File: config.mk
export PLATFORM = sky130hd
export DESIGN_NAME = pipeline_hazard_controller
export DESIGN_NICKNAME = d
export VERILOG_FILES = /design/src/rtl/pipeline_hazard_controller.sv
export SDC_FILE = /design/constraint.sdc
export NUM_CORES = 1
export LEC_CHECK = 0
export ABC_CLOCK_PERIOD_IN_PS = 3200
export CAP_MARGIN = 20
export CORE_MARGIN = 2
export CORE_UTILIZATION = 50
export DETAILED_ROUTE_END_ITERATION = 10
export DONT_BUFFER_PORTS = 1
export PLACE_DENSITY_LB_ADDON = 0.1
export RECOVER_POWER = 50
export SYNTH_ARGS = -nofsm -noshare
export SYNTH_HDL_FRONTEND = slang
export SYNTH_SLANG_ARGS = --single-unit
File: constraint.sdc
create_clock -name clk -period 3.2 [get_ports clk]
set_input_delay 0.48 -clock clk [delete_from_list [all_inputs] [get_ports clk]]
set_output_delay 0.48 -clock clk [all_outputs]
set_load 0.005 [all_outputs]
File: src/rtl/pipeline_hazard_controller.sv
`default_nettype none
// ============================================================================
// Module   : pipeline_hazard_controller
// Purpose  : Central hold/flush sequencer for a five-stage pipeline.
//            Resolves load-use stalls, taken-branch flushes and multi-cycle
//            data-memory waits, with a sticky memory-timeout error flag and
//            saturating stall/flush performance counters.
// Revision : 1.0 - initial release
// ============================================================================
module pipeline_hazard_controller #(
    parameter int MEM_TIMEOUT = 15,   // 1..255 consecutive MEM_WAIT cycles
    parameter int CNT_W       = 32
) (
    input  logic             clk,
    input  logic             rst,
    input  logic [4:0]       id_rs1,
    input  logic [4:0]       id_rs2,
    input  logic             id_usesRs1,
    input  logic             id_usesRs2,
    input  logic [4:0]       ex_rd,
    input  logic             ex_memRead,
    input  logic             ex_branchTaken,
    input  logic             mem_memAccess,
    input  logic             dmem_ready,
    output logic             pcWrite,
    output logic             ifid_en,
    output logic             idex_en,
    output logic             exmem_en,
    output logic             memwb_en,
    output logic             ifid_flush,
    output logic             idex_flush,
    output logic             exmem_flush,
    output logic             memwb_flush,
    output logic             memTimeout_err,
    output logic [CNT_W-1:0] stallCount,
    output logic [CNT_W-1:0] flushCount
);

    typedef enum logic [1:0] {
        ST_RUN      = 2'd0,
        ST_MEM_WAIT = 2'd1,
        ST_ERROR    = 2'd2
    } state_t;

    localparam logic [7:0]       c_timeout = 8'(MEM_TIMEOUT);
    localparam logic [CNT_W-1:0] c_cnt_max = {CNT_W{1'b1}};

    state_t           r_state;
    state_t           w_state_nxt;
    logic [7:0]       r_wait_cnt;
    logic [7:0]       w_wait_cnt_nxt;
    logic             r_err;
    logic [CNT_W-1:0] r_stall_cnt;
    logic [CNT_W-1:0] r_flush_cnt;

    logic w_load_use;
    logic w_mem_busy;
    logic w_freeze;
    logic w_branch_flush;

    // Hazard detection: a load in EX feeding a source the ID instruction reads.
    // x0 is hardwired to zero, so a load targeting it never creates a hazard.
    assign w_load_use = ex_memRead && (ex_rd != 5'd0) &&
                        ((id_usesRs1 && (id_rs1 == ex_rd)) ||
                         (id_usesRs2 && (id_rs2 == ex_rd)));

    assign w_mem_busy = mem_memAccess && !dmem_ready;

    // Freeze whenever the MEM stage cannot complete, or forever once in ERROR.
    // In MEM_WAIT only dmem_ready matters: the frozen upstream registers keep
    // the other inputs stable.
    assign w_freeze = ((r_state == ST_RUN)      && w_mem_busy)  ||
                      ((r_state == ST_MEM_WAIT) && !dmem_ready) ||
                      (r_state == ST_ERROR);

    // A branch flush applies only when the pipeline is actually advancing.
    assign w_branch_flush = !rst && !w_freeze && ex_branchTaken;

    // Output decode: reset bubbles everything, freeze holds everything and
    // drains MEM/WB, otherwise branch beats load-use (wrong-path ID instr).
    always_comb begin
        pcWrite     = 1'b1;
        ifid_en     = 1'b1;
        idex_en     = 1'b1;
        exmem_en    = 1'b1;
        memwb_en    = 1'b1;
        ifid_flush  = 1'b0;
        idex_flush  = 1'b0;
        exmem_flush = 1'b0;
        memwb_flush = 1'b0;
        if (rst) begin
            pcWrite     = 1'b0;
            ifid_en     = 1'b0;
            idex_en     = 1'b0;
            exmem_en    = 1'b0;
            memwb_en    = 1'b0;
            ifid_flush  = 1'b1;
            idex_flush  = 1'b1;
            exmem_flush = 1'b1;
            memwb_flush = 1'b1;
        end else if (w_freeze) begin
            pcWrite     = 1'b0;
            ifid_en     = 1'b0;
            idex_en     = 1'b0;
            exmem_en    = 1'b0;
            memwb_en    = 1'b0;
            memwb_flush = 1'b1;
        end else if (ex_branchTaken) begin
            ifid_flush  = 1'b1;
            idex_flush  = 1'b1;
        end else if (w_load_use) begin
            pcWrite     = 1'b0;
            ifid_en     = 1'b0;
            idex_flush  = 1'b1;
        end
    end

    // Next-state and wait-counter logic for the memory-wait sequencer.
    always_comb begin
        w_state_nxt    = r_state;
        w_wait_cnt_nxt = r_wait_cnt;
        case (r_state)
            ST_RUN: begin
                if (w_mem_busy) begin
                    w_state_nxt    = ST_MEM_WAIT;
                    w_wait_cnt_nxt = 8'd1;
                end
            end
            ST_MEM_WAIT: begin
                if (dmem_ready) begin
                    w_state_nxt    = ST_RUN;
                    w_wait_cnt_nxt = 8'd0;
                end else if (r_wait_cnt == c_timeout) begin
                    w_state_nxt    = ST_ERROR;
                end else begin
                    w_wait_cnt_nxt = r_wait_cnt + 8'd1;
                end
            end
            ST_ERROR: begin
                w_state_nxt    = ST_ERROR;
            end
            default: begin
                w_state_nxt    = ST_RUN;
                w_wait_cnt_nxt = 8'd0;
            end
        endcase
    end

    // State, wait counter and sticky error flag registers.
    always_ff @(posedge clk) begin
        if (rst) begin
            r_state    <= ST_RUN;
            r_wait_cnt <= 8'd0;
            r_err      <= 1'b0;
        end else begin
            r_state    <= w_state_nxt;
            r_wait_cnt <= w_wait_cnt_nxt;
            if (w_state_nxt == ST_ERROR) begin
                r_err <= 1'b1;
            end
        end
    end

    // Saturating performance counters: stalled cycles and branch flushes.
    always_ff @(posedge clk) begin
        if (rst) begin
            r_stall_cnt <= '0;
            r_flush_cnt <= '0;
        end else begin
            if (!pcWrite && (r_stall_cnt != c_cnt_max)) begin
                r_stall_cnt <= r_stall_cnt + 1'b1;
            end
            if (w_branch_flush && (r_flush_cnt != c_cnt_max)) begin
                r_flush_cnt <= r_flush_cnt + 1'b1;
            end
        end
    end

    assign memTimeout_err = r_err;
    assign stallCount     = r_stall_cnt;
    assign flushCount     = r_flush_cnt;

endmodule
`default_nettype wire

**Run 1: cells colored by class**

Bar = 20 um. Fill, decap, tap and diode cells in gray.
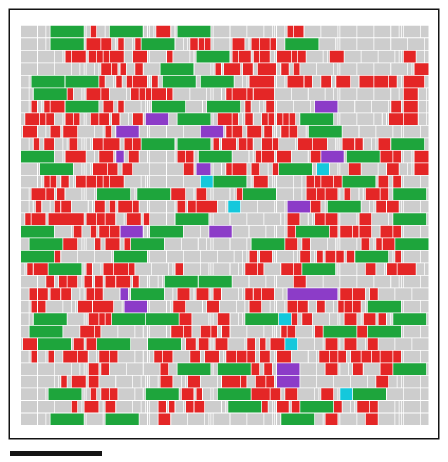
| class | color | cells | share of their area |
|---|---|---|---|
| registers | green | 75 | 37% |
| remaining logic cells | red | 380 | 57% |
| remaining buffers and delay cells | cyan | 6 | 1.1% |
| clock drivers and dummy loads | purple | 15 | 4.9% |
flop share of the area: 0.357
final cell area excluding filler cells: 0.00420 mm^2
total core area: 0.00773 mm^2
final core occ: 0.544

**Run 1: placed standard cells**

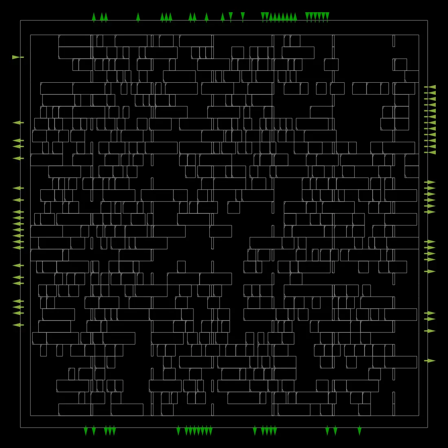
Tapcell Cnt: 102
final std cells w/o fill: 578
Fillers: 744

==> impl_summary.log, run 1 <==
[report] implementation figures
INFO  metric outcome = finished clean
INFO  metric power_frac_comb = 0.042
INFO  metric clock-skew-final = 13.8 ps
INFO  metric critical_path.startpoint_type = register
INFO  metric share_seq_of_total_power = 0.536
INFO  metric dp_hpwl = 6350 um
INFO  metric finish.net_count = 498
INFO  metric critPathArrivalTime = 2200 ps
INFO  metric length_of_the_first_detailed_routing_pass_in_iterations = 4
INFO  metric grt_remaining_overflow = 0
INFO  metric totalNegativeSetupSlack = 0 ps
INFO  metric grt_pass1_wl = 15400 um
INFO  metric tritoncts = yes
INFO  metric tightestPinTransition = 676 ps
INFO  metric clk-power = 747 uW
INFO  metric die_width = 93.1 um
INFO  metric synth.ff_latch_count = 75
INFO  metric hp-class = in -> reg
INFO  metric post_cts_resized = 0
INFO  metric timing.rr.start = r_state[1]
INFO  metric openroad.warnings = 26
INFO  metric p_leak = 1.32 nW
INFO  metric yosys_area = 0.00397 mm^2
INFO  metric dp.cells = 563
INFO  metric totalPowerFinal = 1.77 mW
INFO  metric flop_area = 0.00150 mm^2
INFO  metric first_global_vias = 3298
INFO  metric worst_hold_stages = 1
INFO  metric post_drt_via_cell_ratio = 6.08
INFO  metric internal_power = 1.36 mW
INFO  metric insertion_delay = 350 ps
INFO  metric slew_headroom = 0.537
INFO  metric share_clk_of_total_power = 0.422
INFO  metric worst_path_max_delay_cell = sky130_fd_sc_hd__o31a_2
INFO  metric slew_violations = 0
INFO  metric maxPowerGroup = sequential cells
INFO  metric hold_path_startpoint = rst
INFO  metric syn_area_per_cell = 8.21 um^2
INFO  metric synth_seq_share = 0.378
INFO  metric power_density = 421 mW/mm^2
INFO  metric die_h = 93.1 um
**Run 1: wire density map**

19 x 19 tiles, from black (low) to pale yellow (high), scaled to the fullest tile. Values are wire area over tile area, all layers added.
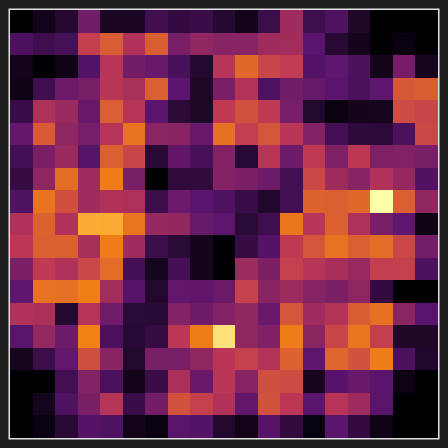
fullest tile: 0.52
densest ninth of the die: middle left
mean over tiles: 0.17
overall routing resource usage: 0.217
overall via count from detail_route: 3512
routed wire length per instance: 15.7 um

**Run 1: routed metal, one color a layer**

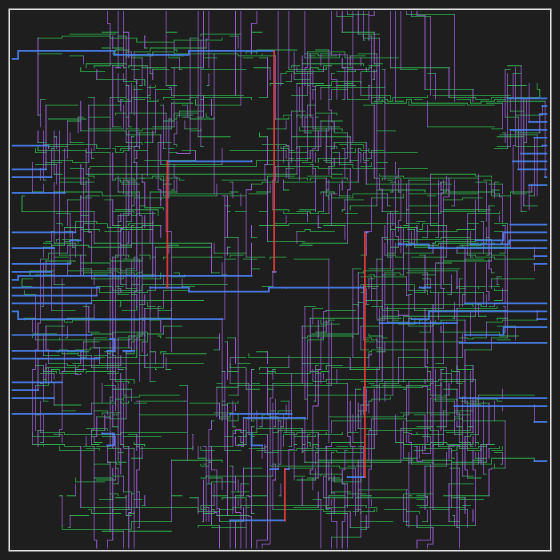
| layer | color | wire length |
|---|---|---|
| M4 | red | 111 um |
| M2 | purple | 4360 um |
| M3 | blue | 636 um |
| M1 | green | 3970 um |
routed wire length: 9080 um

[run 1: worst max-delay path by stage]
stage	from	to	slack (ps)	cells after the start
global placement	ex_rd[3]	stallCount[4]	540	7
CTS	r_state[0]	ifid_en	490	4
floorplan	ex_rd[1]	pcWrite	750	6
global route	r_state[0]	ifid_en	260	4
detailed placement	ex_rd[3]	stallCount[15]	490	7
finish	r_state[0]	ifid_en	520	4
[run 1: cell usage in the layout, fill, tap and decap left out, types with 2 or more instances in the layout]
master                       n
sky130_fd_sc_hd__a2111oi_0   2
sky130_fd_sc_hd__a21oi_1    37
sky130_fd_sc_hd__and2_0      3
sky130_fd_sc_hd__and2_1      4
sky130_fd_sc_hd__and3_1     12
sky130_fd_sc_hd__and4_1      5
sky130_fd_sc_hd__buf_4       6
sky130_fd_sc_hd__clkbuf_8   11
sky130_fd_sc_hd__clkinv_2    2
sky130_fd_sc_hd__dfxtp_1    75
sky130_fd_sc_hd__ha_1        3
sky130_fd_sc_hd__inv_1       9
sky130_fd_sc_hd__mux2_2      3
sky130_fd_sc_hd__nand2_1    35
sky130_fd_sc_hd__nand2b_1    2
sky130_fd_sc_hd__nand3_1    27
sky130_fd_sc_hd__nand4_1    26
sky130_fd_sc_hd__nor2_1     49
sky130_fd_sc_hd__nor2b_1     3
sky130_fd_sc_hd__nor3_1     14
sky130_fd_sc_hd__nor4_1     11
sky130_fd_sc_hd__nor4_2      2
sky130_fd_sc_hd__o21ai_0    12
sky130_fd_sc_hd__o31ai_1    25
sky130_fd_sc_hd__or2_2       3
sky130_fd_sc_hd__or3_1       8
sky130_fd_sc_hd__or4_1      27
sky130_fd_sc_hd__xnor2_1    13
sky130_fd_sc_hd__xor2_1     29
[run 1: sequential cells by signal, indices dropped and copies added (netlist names)]
name	cells
flushCount	32
stallCount	32
r_wait_cnt	8
r_state	2
memTimeout_err	1
[run 1: kinds of logic (layout without fill, tap and decap cells)]
family / Yosys count / count (layout) / share of synthesized area
AND-OR/OR-AND: 86 / 86 / 0.137
XOR/XNOR: 42 / 42 / 0.0927
adder cells (fa/ha/maj): 3 / 3 / 0.00946
buffers and inverters: 37 / 30 / 0.0448
flip-flops: 75 / 75 / 0.378
multiplexers: 4 / 4 / 0.0110
AND/OR/NAND/NOR: 236 / 236 / 0.327
[run 1: synthesized netlist by cell type, drive strengths merged (7+ instances only)]
library cell	n	area, um^2
a21oi	37	185
and2	7	43.8
and3	12	75.1
buf	15	95.1
clkbuf	13	48.8
dfxtp	75	1500
inv	9	33.8
nand2	35	131
nand3	27	135
nand4	26	163
nor2	49	184
nor3	14	70.1
nor4	14	115
o21ai	12	60.1
o31ai	25	188
or3	8	50.1
or4	27	203
xnor2	13	114
xor2	29	254
[run 1: layer usage]
metal,share of wire,vias to the layer above,global-route usage,wire length [um]
li1,-,1766,-,-
met1,0.44,1650,0.260,3970
met2,0.48,87,0.360,4360
met3,0.070,9,0.0766,635
met4,0.012,0,0.0797,110
met5,0,-,0,0
[run 1: area by class of cell]
cell class	count	area share
Sequential cell	75	0.357
Timing Repair Buffer	6	0.0107
Clock inverter	4	0.0116
Tap cell	102	0.0304
Inverter	9	0.00804
Clock buffer	11	0.0360
Multi-Input combinational cell	371	0.546
==> run 2: changes to the inputs <==
--- a/config.mk
+++ b/config.mk
@@ -5,7 +5,7 @@
 export SDC_FILE = /design/constraint.sdc
 export NUM_CORES = 1
 export LEC_CHECK = 0
-export ABC_CLOCK_PERIOD_IN_PS = 3200
+export ABC_CLOCK_PERIOD_IN_PS = 2280
 export CAP_MARGIN = 20
 export CORE_MARGIN = 2
 export CORE_UTILIZATION = 50
==> constraint.sdc (replaced) <==
create_clock -name clk -period 2.28 [get_ports clk]
set_input_delay 0.342 -clock clk [delete_from_list [all_inputs] [get_ports clk]]
set_output_delay 0.342 -clock clk [all_outputs]
set_load 0.005 [all_outputs]
**Run 2: cells colored by class**

Bar = 20 um. Fill, decap, tap and diode cells in gray.
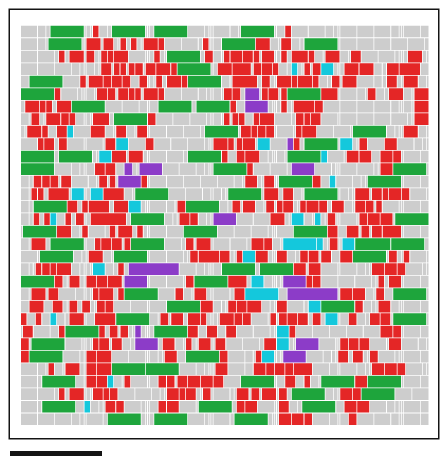
| class | color | cells | share of their area |
|---|---|---|---|
| remaining logic cells | red | 380 | 55% |
| registers | green | 75 | 35% |
| clock drivers and dummy loads | purple | 16 | 5.1% |
| remaining buffers and delay cells | cyan | 30 | 5.0% |
total number of placement rows: 32
final core occ: 0.570

**Run 2: wire density map**

19 x 19 tiles, from black (low) to pale yellow (high), scaled to the fullest tile. Values are wire area over tile area, all layers added.
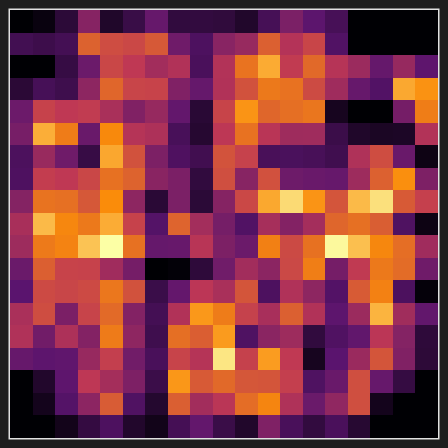
mean over tiles: 0.18
tiles over half the peak: 36%
nearly empty tiles: 7.2%
fullest tile: 0.45
overall routing resource usage: 0.223
routed wire length per instance: 15.9 um

==> run 2 against run 1 <==
Net effect: clock-buffer cell count rose by 1; synthesized cell count did not move; critical path depth rose by 1; setup slack got worse by 400 ps; global-route usage rose by 0.60 points; die size did not move; non-clock buffer count rose by 24; clock power rose by 51%; wire length rose by 5.6%; hold slack got worse by 140 ps; area after synthesis did not move; sequential power rose by about 40%; highest routed layer unchanged.
==> impl_summary.log, run 2 <==
[report] implementation figures
INFO  metric layout.cells.non_filler = 603
INFO  metric tritoncts = yes
INFO  metric length_of_the_first_detailed_routing_pass_in_iterations = 4
INFO  metric post_cts_resized = 0
INFO  metric synth.top_cell.area_share = 0.378
INFO  metric worst_path_max_delay_cell = sky130_fd_sc_hd__dfxtp_1
INFO  metric clock-skew-final = 10.5 ps
INFO  metric synth.most_common_cell = sky130_fd_sc_hd__dfxtp_1
INFO  metric finish.net_count = 522
INFO  metric route.final.wire_length = 9590 um
INFO  metric final_layout_top_logic_cell = sky130_fd_sc_hd__dfxtp_1
INFO  metric die_h = 93.1 um
INFO  metric synthDominantAreaCellType = sky130_fd_sc_hd__dfxtp_1
INFO  metric grt.met2_usage = 0.380
INFO  metric synth.top_cells.by_count = sky130_fd_sc_hd__dfxtp_1 (75), sky130_fd_sc_hd__nor2_1 (49), sky130_fd_sc_hd__a21oi_1 (37), sky130_fd_sc_hd__nand2_1 (35), sky130_fd_sc_hd__xor2_1 (29)
INFO  metric synth.ff_latch_count = 75
INFO  metric critical_path.startpoint_type = register
INFO  metric grt_pass1_wl = 15800 um
INFO  metric first_global_vias = 3398
INFO  metric p_leak = 1.42 nW
INFO  metric insertion_delay = 350 ps
INFO  metric global_route.usage.met3 = 0.0798
INFO  metric slew_violations = 0
INFO  metric outcome = finished clean
INFO  metric dp.cells = 587
INFO  metric grt_remaining_overflow = 0
INFO  metric die_width = 93.1 um
INFO  metric layout.cells.most_common_list = sky130_fd_sc_hd__dfxtp_1 (74), sky130_fd_sc_hd__nor2_1 (49), sky130_fd_sc_hd__a21oi_1 (37)
run 2: cell count changes in the layout (fill, tap and decap cells not counted), sizes merged:
cell,previous run,this run
buf,6,20
bufinv,1,2
clkbuf,11,22
inv,10,9
run 2: routing by layer:
metal / routed length, um / up-vias
met1: 4240 / 1696
met4: 100 / 0
met3: 619 / 8
met5: 0 / -
met2: 4630 / 68
li1: - / 1808
run 2: logic make-up (layout without fill, tap and decap cells):
kind of cell / after synthesis / count (layout) / share of synthesized area
AOI/OAI and AO/OA: 86 / 86 / 0.137
buffers and inverters: 37 / 55 / 0.0448
adders and majority gates: 3 / 3 / 0.00946
DFF: 75 / 75 / 0.378
muxes: 4 / 4 / 0.0110
and+or+nand+nor: 236 / 236 / 0.327
xor gates and xnor gates: 42 / 42 / 0.0927
run 2: cell type report:
| cell class | instances | area [um^2] |
|---|---|---|
| inverter | 9 | 33.8 |
| fill | 736 | 3320 |
| multi-input combinational | 371 | 2310 |
| clock buffer | 12 | 145 |
| sequential | 75 | 1500 |
| timing repair buffer | 30 | 213 |
| tap | 102 | 128 |
| clock inverter | 4 | 73.8 |
run 2: stage by stage:
stage / cell area, um^2 / TNS (ps)
finish: 4400 / 0
global route: 4400 / 0
CTS: 4420 / 0
detailed placement: 4210 / -47.6
global placement: 4210 / 0
floorplan: 3970 / 0
run 2: final timing paths:
| path | depth (start not counted) | startpoint | slack (ps) | end |
|---|---|---|---|---|
| min | 1 | rst | 70 | stallCount[8] |
| min reg2reg | 2 | memTimeout_err | 470 | memTimeout_err |
| max reg2reg | 6 | stallCount[3] | 190 | stallCount[30] |
| max | 5 | r_state[1] | 120 | idex_flush |
run 2: worst reg2reg max path: stages (launching register included):
cell and delay, ps:
sky130_fd_sc_hd__dfxtp_1 450, sky130_fd_sc_hd__nand4_1 190, sky130_fd_sc_hd__or3_1 430, sky130_fd_sc_hd__nor3_1 260, sky130_fd_sc_hd__nand2_2 140, sky130_fd_sc_hd__or4_1 430
sky130_fd_sc_hd__a21oi_1 140
run 2: where the power goes:
group | switching [mW] | leakage [nW] | internal [mW] | total (mW)
Clock | 0.487 | 0.111 | 0.648 | 1.13
Combinational | 0.0713 | 0.702 | 0.0480 | 0.119
Sequential | 0.0118 | 0.605 | 1.32 | 1.33
No activity file was given, so power comes from the tool's default toggle rates.
